### src/rtl/data_bus_bridge.sv
// Bridges the core's split load/store data bus onto data RAM and a small MMIO block
// holding a 64-bit machine timer with compare IRQ and a byte-wide UART TX FIFO.
module data_bus_bridge #(
  parameter int unsigned RAM_AW     = 16,
  parameter logic [31:0] MMIO_BASE  = 32'h1000_0000,
  parameter int unsigned FIFO_DEPTH = 8,
  parameter int unsigned TIMER_DIV  = 1
) (
  input  logic              clk,
  input  logic              rst,
  input  logic [31:0]       data_raddr,
  input  logic              data_re,
  output logic [31:0]       data_rdata,
  input  logic [31:0]       data_waddr,
  input  logic [31:0]       data_wdata,
  input  logic [3:0]        data_wstrb,
  input  logic              data_we,
  output logic [RAM_AW-1:0] ram_raddr,
  input  logic [31:0]       ram_rdata,
  output logic [RAM_AW-1:0] ram_waddr,
  output logic [31:0]       ram_wdata,
  output logic [3:0]        ram_wstrb,
  output logic              ram_we,
  output logic [7:0]        uart_tx_data,
  output logic              uart_tx_valid,
  input  logic              uart_tx_ready,
  output logic              timer_irq,
  output logic              bus_err
);

  localparam int unsigned PTR_W = (FIFO_DEPTH > 1) ? $clog2(FIFO_DEPTH) : 1;
  localparam int unsigned CNT_W = PTR_W + 1;
  localparam int unsigned DIV_W = (TIMER_DIV > 1) ? $clog2(TIMER_DIV) : 1;
  localparam logic [DIV_W-1:0] DIV_MAX = DIV_W'(TIMER_DIV - 1);

  localparam logic [3:0] OFF_MTIME_LO = 4'h0;
  localparam logic [3:0] OFF_MTIME_HI = 4'h1;
  localparam logic [3:0] OFF_CMP_LO   = 4'h2;
  localparam logic [3:0] OFF_CMP_HI   = 4'h3;
  localparam logic [3:0] OFF_TXDATA   = 4'h4;
  localparam logic [3:0] OFF_STATUS   = 4'h5;

  function automatic logic in_ram(input logic [31:0] a);
    return (a >> RAM_AW) == 32'd0;
  endfunction

  function automatic logic in_mmio(input logic [31:0] a);
    return a[31:6] == MMIO_BASE[31:6];
  endfunction

  function automatic logic [31:0] merge(input logic [31:0] old_val, input logic [31:0] new_val,
                                        input logic [3:0] strb);
    logic [31:0] m;
    m = old_val;
    for (int i = 0; i < 4; i++) begin
      if (strb[i]) m[i*8 +: 8] = new_val[i*8 +: 8];
    end
    return m;
  endfunction

  logic [63:0]      mtime_q, mtime_d;
  logic [63:0]      mtimecmp_q, mtimecmp_d;
  logic [DIV_W-1:0] div_q, div_d;
  logic             irq_q, irq_d;
  logic             bus_err_q, bus_err_d;
  logic             overflow_q, overflow_d;
  logic [PTR_W-1:0] wr_ptr_q, wr_ptr_d;
  logic [PTR_W-1:0] rd_ptr_q, rd_ptr_d;
  logic [CNT_W-1:0] count_q, count_d;
  logic [7:0]       fifo_mem [FIFO_DEPTH];

  logic       rd_ram, rd_mmio, wr_ram, wr_mmio;
  logic [3:0] rd_off, wr_off;
  logic       mmio_store;
  logic       tick;
  logic       wr_mtime_lo, wr_mtime_hi, wr_cmp_lo, wr_cmp_hi;
  logic       fifo_full, fifo_empty;
  logic       push, pop, push_ok, ovf_clr;
  logic [31:0] status_word;

  assign rd_ram  = in_ram(data_raddr);
  assign rd_mmio = ~rd_ram & in_mmio(data_raddr);
  assign wr_ram  = in_ram(data_waddr);
  assign wr_mmio = ~wr_ram & in_mmio(data_waddr);
  assign rd_off  = data_raddr[5:2];
  assign wr_off  = data_waddr[5:2];

  // A store with no byte enables is a no-op everywhere, including tick suppression.
  assign mmio_store  = data_we & wr_mmio & (|data_wstrb);
  assign wr_mtime_lo = mmio_store & (wr_off == OFF_MTIME_LO);
  assign wr_mtime_hi = mmio_store & (wr_off == OFF_MTIME_HI);
  assign wr_cmp_lo   = mmio_store & (wr_off == OFF_CMP_LO);
  assign wr_cmp_hi   = mmio_store & (wr_off == OFF_CMP_HI);

  assign fifo_full  = (count_q == CNT_W'(FIFO_DEPTH));
  assign fifo_empty = (count_q == '0);
  assign push       = mmio_store & (wr_off == OFF_TXDATA) & data_wstrb[0];
  assign pop        = ~fifo_empty & uart_tx_ready;
  assign push_ok    = push & (~fifo_full | pop);
  assign ovf_clr    = mmio_store & (wr_off == OFF_STATUS) & data_wstrb[0] & data_wdata[2];

  assign status_word = {16'h0, 8'(count_q), 5'h0, overflow_q, fifo_empty, fifo_full};

  assign ram_raddr = data_raddr[RAM_AW-1:0];
  assign ram_waddr = data_waddr[RAM_AW-1:0];
  assign ram_wdata = data_wdata;
  assign ram_wstrb = data_wstrb;
  assign ram_we    = data_we & wr_ram & ~rst;

  assign uart_tx_valid = ~fifo_empty;
  assign uart_tx_data  = fifo_empty ? 8'h00 : fifo_mem[rd_ptr_q];
  assign timer_irq     = irq_q;
  assign bus_err       = bus_err_q;

  always_comb begin
    data_rdata = 32'h0;
    if (data_re) begin
      if (rd_ram) begin
        data_rdata = ram_rdata;
      end else if (rd_mmio) begin
        case (rd_off)
          OFF_MTIME_LO: data_rdata = mtime_q[31:0];
          OFF_MTIME_HI: data_rdata = mtime_q[63:32];
          OFF_CMP_LO:   data_rdata = mtimecmp_q[31:0];
          OFF_CMP_HI:   data_rdata = mtimecmp_q[63:32];
          OFF_STATUS:   data_rdata = status_word;
          default:      data_rdata = 32'h0;
        endcase
      end
    end
  end

  always_comb begin
    tick       = (div_q == DIV_MAX);
    div_d      = tick ? '0 : div_q + 1'b1;
    mtime_d    = mtime_q;
    mtimecmp_d = mtimecmp_q;
    // Software stores to either mtime word win over the tick for that cycle.
    if (wr_mtime_lo | wr_mtime_hi) begin
      if (wr_mtime_lo) mtime_d[31:0]  = merge(mtime_q[31:0], data_wdata, data_wstrb);
      if (wr_mtime_hi) mtime_d[63:32] = merge(mtime_q[63:32], data_wdata, data_wstrb);
    end else if (tick) begin
      mtime_d = mtime_q + 64'd1;
    end
    if (wr_cmp_lo) mtimecmp_d[31:0]  = merge(mtimecmp_q[31:0], data_wdata, data_wstrb);
    if (wr_cmp_hi) mtimecmp_d[63:32] = merge(mtimecmp_q[63:32], data_wdata, data_wstrb);
    irq_d = (mtime_d >= mtimecmp_d);
  end

  always_comb begin
    wr_ptr_d   = push_ok ? wr_ptr_q + 1'b1 : wr_ptr_q;
    rd_ptr_d   = pop ? rd_ptr_q + 1'b1 : rd_ptr_q;
    count_d    = count_q;
    if (push_ok && !pop)      count_d = count_q + 1'b1;
    else if (!push_ok && pop) count_d = count_q - 1'b1;
    // A dropped byte in the same cycle as a clear leaves overflow set.
    overflow_d = overflow_q;
    if (ovf_clr) overflow_d = 1'b0;
    if (push && fifo_full && !pop) overflow_d = 1'b1;
    bus_err_d  = bus_err_q
               | (data_re & ~rd_ram & ~rd_mmio)
               | (data_we & ~wr_ram & ~wr_mmio);
  end

  always_ff @(posedge clk) begin
    if (rst) begin
      mtime_q    <= 64'h0;
      mtimecmp_q <= 64'hFFFF_FFFF_FFFF_FFFF;
      div_q      <= '0;
      irq_q      <= 1'b0;
      bus_err_q  <= 1'b0;
      overflow_q <= 1'b0;
      wr_ptr_q   <= '0;
      rd_ptr_q   <= '0;
      count_q    <= '0;
    end else begin
      mtime_q    <= mtime_d;
      mtimecmp_q <= mtimecmp_d;
      div_q      <= div_d;
      irq_q      <= irq_d;
      bus_err_q  <= bus_err_d;
      overflow_q <= overflow_d;
      wr_ptr_q   <= wr_ptr_d;
      rd_ptr_q   <= rd_ptr_d;
      count_q    <= count_d;
    end
  end

  // Storage has no reset; an empty FIFO masks whatever is left in it.
  always_ff @(posedge clk) begin
    if (!rst && push_ok) fifo_mem[wr_ptr_q] <= data_wdata[7:0];
  end

endmodule

### config.mk
export PLATFORM = sky130hd
export DESIGN_NAME = data_bus_bridge
export DESIGN_NICKNAME = d
export VERILOG_FILES = /design/src/rtl/data_bus_bridge.sv
export SDC_FILE = /design/constraint.sdc
export NUM_CORES = 1
export LEC_CHECK = 0
export ABC_AREA = 1
export CAP_MARGIN = 5
export CORE_AREA = 2 2 162 203
export DETAILED_ROUTE_END_ITERATION = 6
export DIE_AREA = 0 0 164 205
export PLACE_DENSITY = 0.77
export SYNTH_ARGS = -nofsm -noshare
export SYNTH_HDL_FRONTEND = slang
export SYNTH_SLANG_ARGS = --single-unit
export TNS_END_PERCENT = 50
### constraint.sdc
create_clock -name clk -period 2.6 [get_ports clk]
set_input_delay 0.26 -clock clk [delete_from_list [all_inputs] [get_ports clk]]
set_output_delay 0.26 -clock clk [all_outputs]
set_load 0.01 [all_outputs]
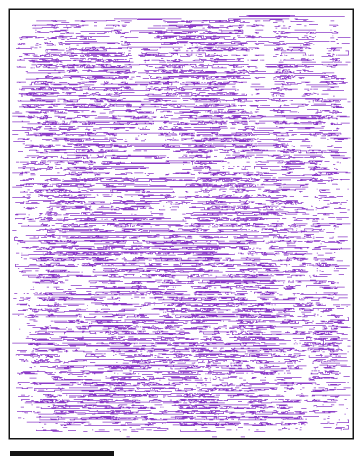
**Above:** run 1 (signal wires on met1).
Scale bar: 50 um.
main direction = horizontal
nets with wire on the layer = 3052
share of all routed wire = 34%

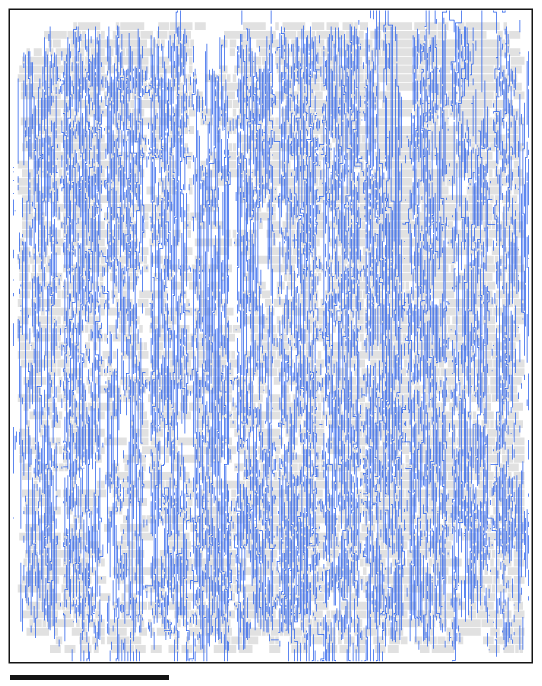
**Above:** run 1 (the metal 2 layer).
Scale bar: 50 um.
main direction = vertical
wire length on this layer = 35.2 mm
nets with wire on the layer = 2851
longest straight run = 74.6 um

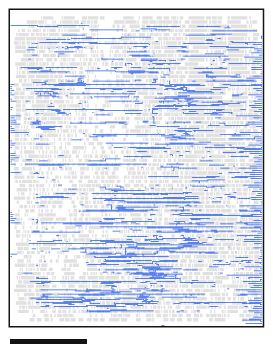
**Above:** run 1 (met3 routing).
Scale bar: 50 um.
wire length on this layer = 7270 um
share of all routed wire = 9.7%
main direction = horizontal
nets with wire on the layer = 556

==> impl_metrics.tcl, run 1 <==
# collected from the flow reports
set metrics [dict create \
    period_used_share 1.187 \
    regArea_mm2 0.004886 \
    finalSetupViolations 5 \
    drv_cap 0 \
    aoi_share 0.1537 \
    chip_area_mm2 0.03362 \
    finalHoldViolCount 0 \
    cts_hold_buf 0 \
    top_layer_used "met5" \
    crit_path_end_kind "flop" \
    grt_use_met1 0.4496 \
    ant_nets 0 \
    failed_checks "DRC, setup timing" \
    crit_type "reg -> reg" \
    worstRegToRegCells 22 \
    grtUsageMet2 0.7544 \
    p_per_area_mw_per_mm2 385.8 \
    comb_share 0.4073 \
    comb_cells 1802 \
    htree_levels 1 \
    n_clock_buffer 28 \
    viasPerCell 5.710 \
    cts_setup_buffers 82 \
    cts_tree "done" \
    slowest_delay_ps 380 \
    ioPinCount 249 \
    routed_wl_mm 75.09 \
    synth-edff-count 64 \
    clkCellAreaFrac 0.03321 \
    ys_seq_share 0.3090 \
    ys_sh_simple 0.3496 \
    n_antenna_cell 1 \
    ys.flops 209 \
    grt-ovfl-total 0 \
    slowest_stage "dfxtp_4" \
    cts_sinks 209 \
    cp.required_ps 3040 \
    status "finished, violations left" \
    ys_area_mm2 0.01561 \
    synthAdderAreaFrac 0.05739 \
    hold_end "mtime_q[40]$_SDFF_PP0_" \
    arrival_ps 3520 \
    rr_endpoint "timer_irq$_SDFF_PP0_" \
    drtIter0Drc 1830 \
    grt_first_pass_wirelength_mm 112.3 \
    yosysMostFrequentCell "nand2_1" \
    finalMaxSlewViolations 0 \
    clockBufferDepth 3 \
    cts-resized-gates 358 \
    initial_utilization 0.4926 \
    nNonClkBuffers 858 \
    clk_pin_slew_worst_paths_ps 70 \
    placementRows 73 \
    coreArea_mm2 0.03169 \
    nonClkBufAreaFrac 0.3059 \
    fin_skew_ps 31.39 \
    cp_max_fo 4 \
    finalWorstSetupSlack_ps -485.2 \
    mux_share 0 \
    drc 2 \
    fillers 2312 \
    tns_ps -1620 \
]
-- run 1: power breakdown --
part           switching (uW)  internal [uW]
logic                    1320           1070
registers                73.3           3420
clock network            1530           2070
total                    2930           6560
-- run 1: state kept, by name, indices dropped and copies added, names as in the netlist, named ones only --
name	count
mtimecmp_q	64
div_q	1
bus_err	1
count_q	4
rd_ptr_q	3
mtime_q	64
fifo_mem	64
overflow_q	1
timer_irq	1
wr_ptr_q	3
-- run 1: per-stage QoR --
stage	instance area (um2)	utilization	power (uW)	hold WS [ps]
final	24600	0.7762	9490	95.59
after global routing	24600	0.7761	9809	86.72
after CTS	24340	0.7679	9393	78.91
after detailed placement	21920	0.6916	5835	461.0
after global placement	21920	0.6916	5768	457.9
after floorplan	15630	-	4602	358.9
-- run 1: worst max path at each step --
stage	cells past startpoint	startpoint	slack, ps	end
after floorplan	17	data_waddr[21]	-3	timer_irq$_SDFF_PP0_
after global placement	20	data_waddr[4]	-1080	timer_irq$_SDFF_PP0_
after global routing	24	mtime_q[0]$_SDFF_PP0_	-660	timer_irq$_SDFF_PP0_
after detailed placement	21	data_waddr[7]	-1130	timer_irq$_SDFF_PP0_
after CTS	25	mtime_q[1]$_SDFF_PP0_	-360	timer_irq$_SDFF_PP0_
final	22	mtime_q[0]$_SDFF_PP0_	-490	timer_irq$_SDFF_PP0_
-- run 1: critical path, delay by kind of cell, from the launching register on --
| kind | cells | cell delay [ps] |
|---|---|---|
| AOI/OAI and AO/OA | 3 | 460 |
| xor gates and xnor gates | 1 | 200 |
| DFF | 1 | 380 |
| and+or+nand+nor | 10 | 1030 |
| buffers and inverters | 6 | 560 |
| adders and majority gates | 2 | 310 |
**Run 1: M4 wires**

Scale bar: 50 um.
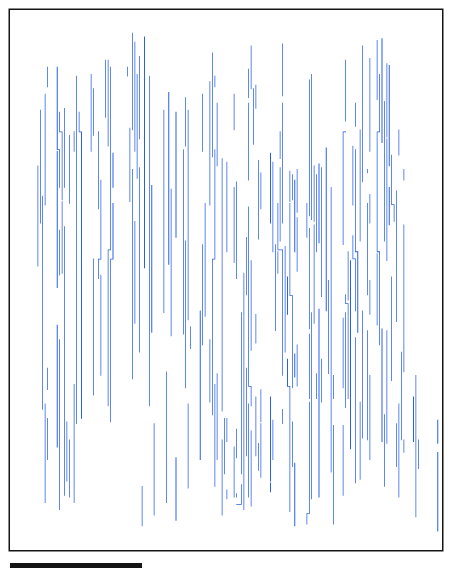

--- run 2 (diff from run 1) ---
CTS_CLUSTER_DIAMETER = 30   (was not set)
PLACE_DENSITY = 0.74   (was 0.77)
clock period = 3.5 ns   (was 2.6 ns; I/O delays follow)
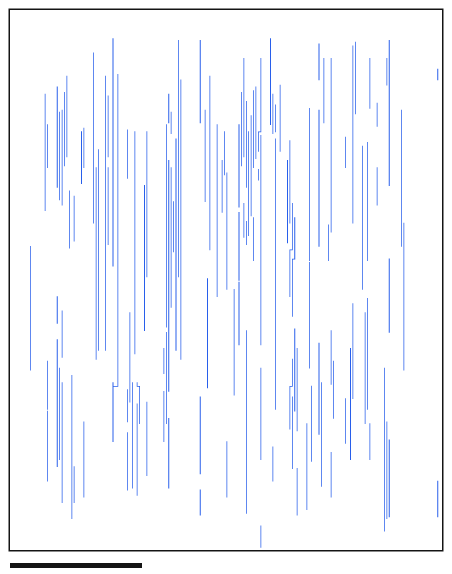
**Above:** run 2 (M4 wires).
Scale bar: 50 um.
wire length on this layer = 4990 um
share of all routed wire = 7.5%
longest straight run = 118 um

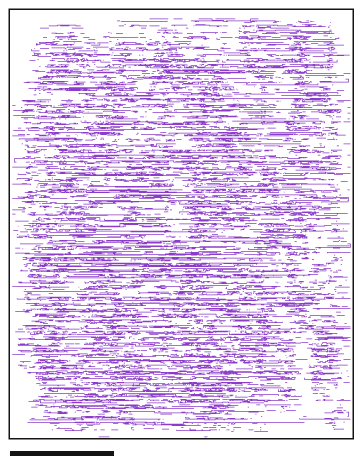
**Above:** run 2 (signal wires on met1).
Scale bar: 50 um.
longest straight run = 76.4 um
share of all routed wire = 36%
main direction = horizontal

==> run 2 against run 1 <==
  * The run ends with DRC left
  * Die area unchanged
  * Critical endpoint unchanged
  * Largest power group unchanged
  * Via count decreased by 7.8%
  * Largest cell class unchanged
  * Cell count shrank 7.7%
  * Synthesized cell count unchanged
  * Critical path type unchanged
  * Fmax down 8.4%
  * Synthesized area is the same
==> impl_metrics.tcl, run 2 <==
# collected from the flow reports
set metrics [dict create \
    routed_wl_mm 66.35 \
    largestRegisters "fifo_mem x64, mtime_q x64, mtimecmp_q x64" \
    placementRows 73 \
    ff_type "dfxtp_1" \
    ys_sh_simple 0.3496 \
    synth-edff-count 64 \
    initial_utilization 0.4926 \
    insertion_delay_ps 580 \
    coreArea_mm2 0.03169 \
    crit_path_end_kind "flop" \
    slowest_stage "dfxtp_1" \
    top_cells_by_area "dfxtp_1, nand2_1, edfxtp_1, nor2_1, ha_1" \
    grt_first_pass_wirelength_mm 100.7 \
    drt_pass1_iterations 7 \
    regArea_mm2 0.004840 \
    cts_sinks 209 \
    clockBufferDepth 3 \
    clk_pin_slew_worst_paths_ps 50 \
    nets 3029 \
    fin_crit_ps 3367 \
    finalMaxSlewViolations 0 \
    cts_hold_buf 0 \
    cp.required_ps 3950 \
    htree_levels 2 \
    drc 2 \
    period_used_share 0.9620 \
    mux_share 0 \
    fin_area_mm2 0.02194 \
    io_buffers 240 \
    fillers 2702 \
    postLayoutCoreUtil 0.6924 \
    cp_max_fo 6 \
    drtIter0Drc 1672 \
    syn-instance-count 2399 \
    cp_common_cell "nand2_1" \
    failed_checks "DRC" \
    status "finished, violations left" \
    finalSetupViolations 0 \
    ioPinCount 249 \
    layout.cells.most_common_list "nand2_1, buf_4, nor2_1" \
    top_cells_by_count "nand2_1, nor2_1, inv_1, o21ai_0, nand3_1" \
    ys_seq_share 0.3090 \
    top_area_frac 0.1859 \
    chip_area_mm2 0.03362 \
    ys.flops 209 \
    grt-ovfl-total 0 \
    grt_use_met1 0.4361 \
    track_usage 0.3905 \
    log.warning_count 27 \
    placed_cell_area_mm2 0.02001 \
    holdWs_ps 323.9 \
    ant_nets 0 \
    synthAdderAreaFrac 0.05739 \
    ys_area_mm2 0.01561 \
    aoi_share 0.1537 \
    tns_ps 0 \
    arrival_ps 3820 \
    finalHoldViolCount 0 \
    grt_max_degree 45 \
    drv_cap 0 \
    cts_tree "done" \
    p_per_area_mw_per_mm2 401.1 \
    worst_slew_pin_slew_ps 697.1 \
    path_buffers 5 \
    logic_area_mm2 0.009205 \
    viasPerCell 5.705 \
    crit_type "reg -> reg" \
    slowest_delay_ps 510 \
    stdcell_count 3273 \
    yosysMostFrequentCell "nand2_1" \
    grtUsageMet2 0.6700 \
    fin_skew_ps 35.59 \
    cp_top_family "simple AND/OR/NAND/NOR gates" \
]
==> run 2: cell counts after synthesis <==
No cell type changed its count.
==> run 2: metal layers <==
metal  vias up  wire length (um)
li1       8687                 -
met1      8586             23650
met2      1100             31420
met3       300              6288
met4         0              4986
met5         -                 0
==> run 2: power by group <==
part | switching (uW) | internal [uW] | leakage, uW
Sequential | 74.5 | 2550 | 0.00176
Clock | 1610 | 3030 | 0.000802
Combinational | 863 | 679 | 0.00696
==> run 2: area by class of cell <==
cell class | count | area share
flip-flops and latches | 209 | 0.2205
diodes | 2 | 0.0002281
clock buffers | 50 | 0.05405
repair buffers | 542 | 0.2224
inverters | 220 | 0.03780
clock inverters | 36 | 0.02201
multi-input cells | 1802 | 0.4195
well taps | 412 | 0.02349
==> run 2: worst paths after layout <==
kind	startpoint	to	slack [ps]	depth (start not counted)
hold / removal	rst	mtime_q[19]$_SDFF_PP0_	320	2
setup reg to reg	mtime_q[40]$_SDFF_PP0_	timer_irq$_SDFF_PP0_	130	22
setup / recovery	mtime_q[40]$_SDFF_PP0_	timer_irq$_SDFF_PP0_	130	22
hold reg to reg	rd_ptr_q[2]$_SDFFE_PP0P_	rd_ptr_q[2]$_SDFFE_PP0P_	470	2
==> run 2: cell families (layout without fill, tap and decap cells) <==
group	Yosys count	in the layout
adders and majority gates	71	71
DFF	209	209
xor gates and xnor gates	26	26
buffers and inverters	388	848
other	1	3
and+or+nand+nor	1306	1306
AOI/OAI and AO/OA	398	398
==> run 2: stage by stage <==
stage | power, uW | worst slack, ps
floorplan | 3419 | 748.3
global placement | 4119 | -395.2
detailed placement | 4156 | -472.4
CTS | 8786 | 17.35
global route | 9048 | -88.84
finish | 8801 | 133.2
==> run 2: timing repair <==
item	CTS	global route
gates resized	10	58
pin swaps	0	4
setup buffers	0	6
setup endpoints to repair	1	32
Power figures rest on the tool's default switching activity, not on a simulated workload.
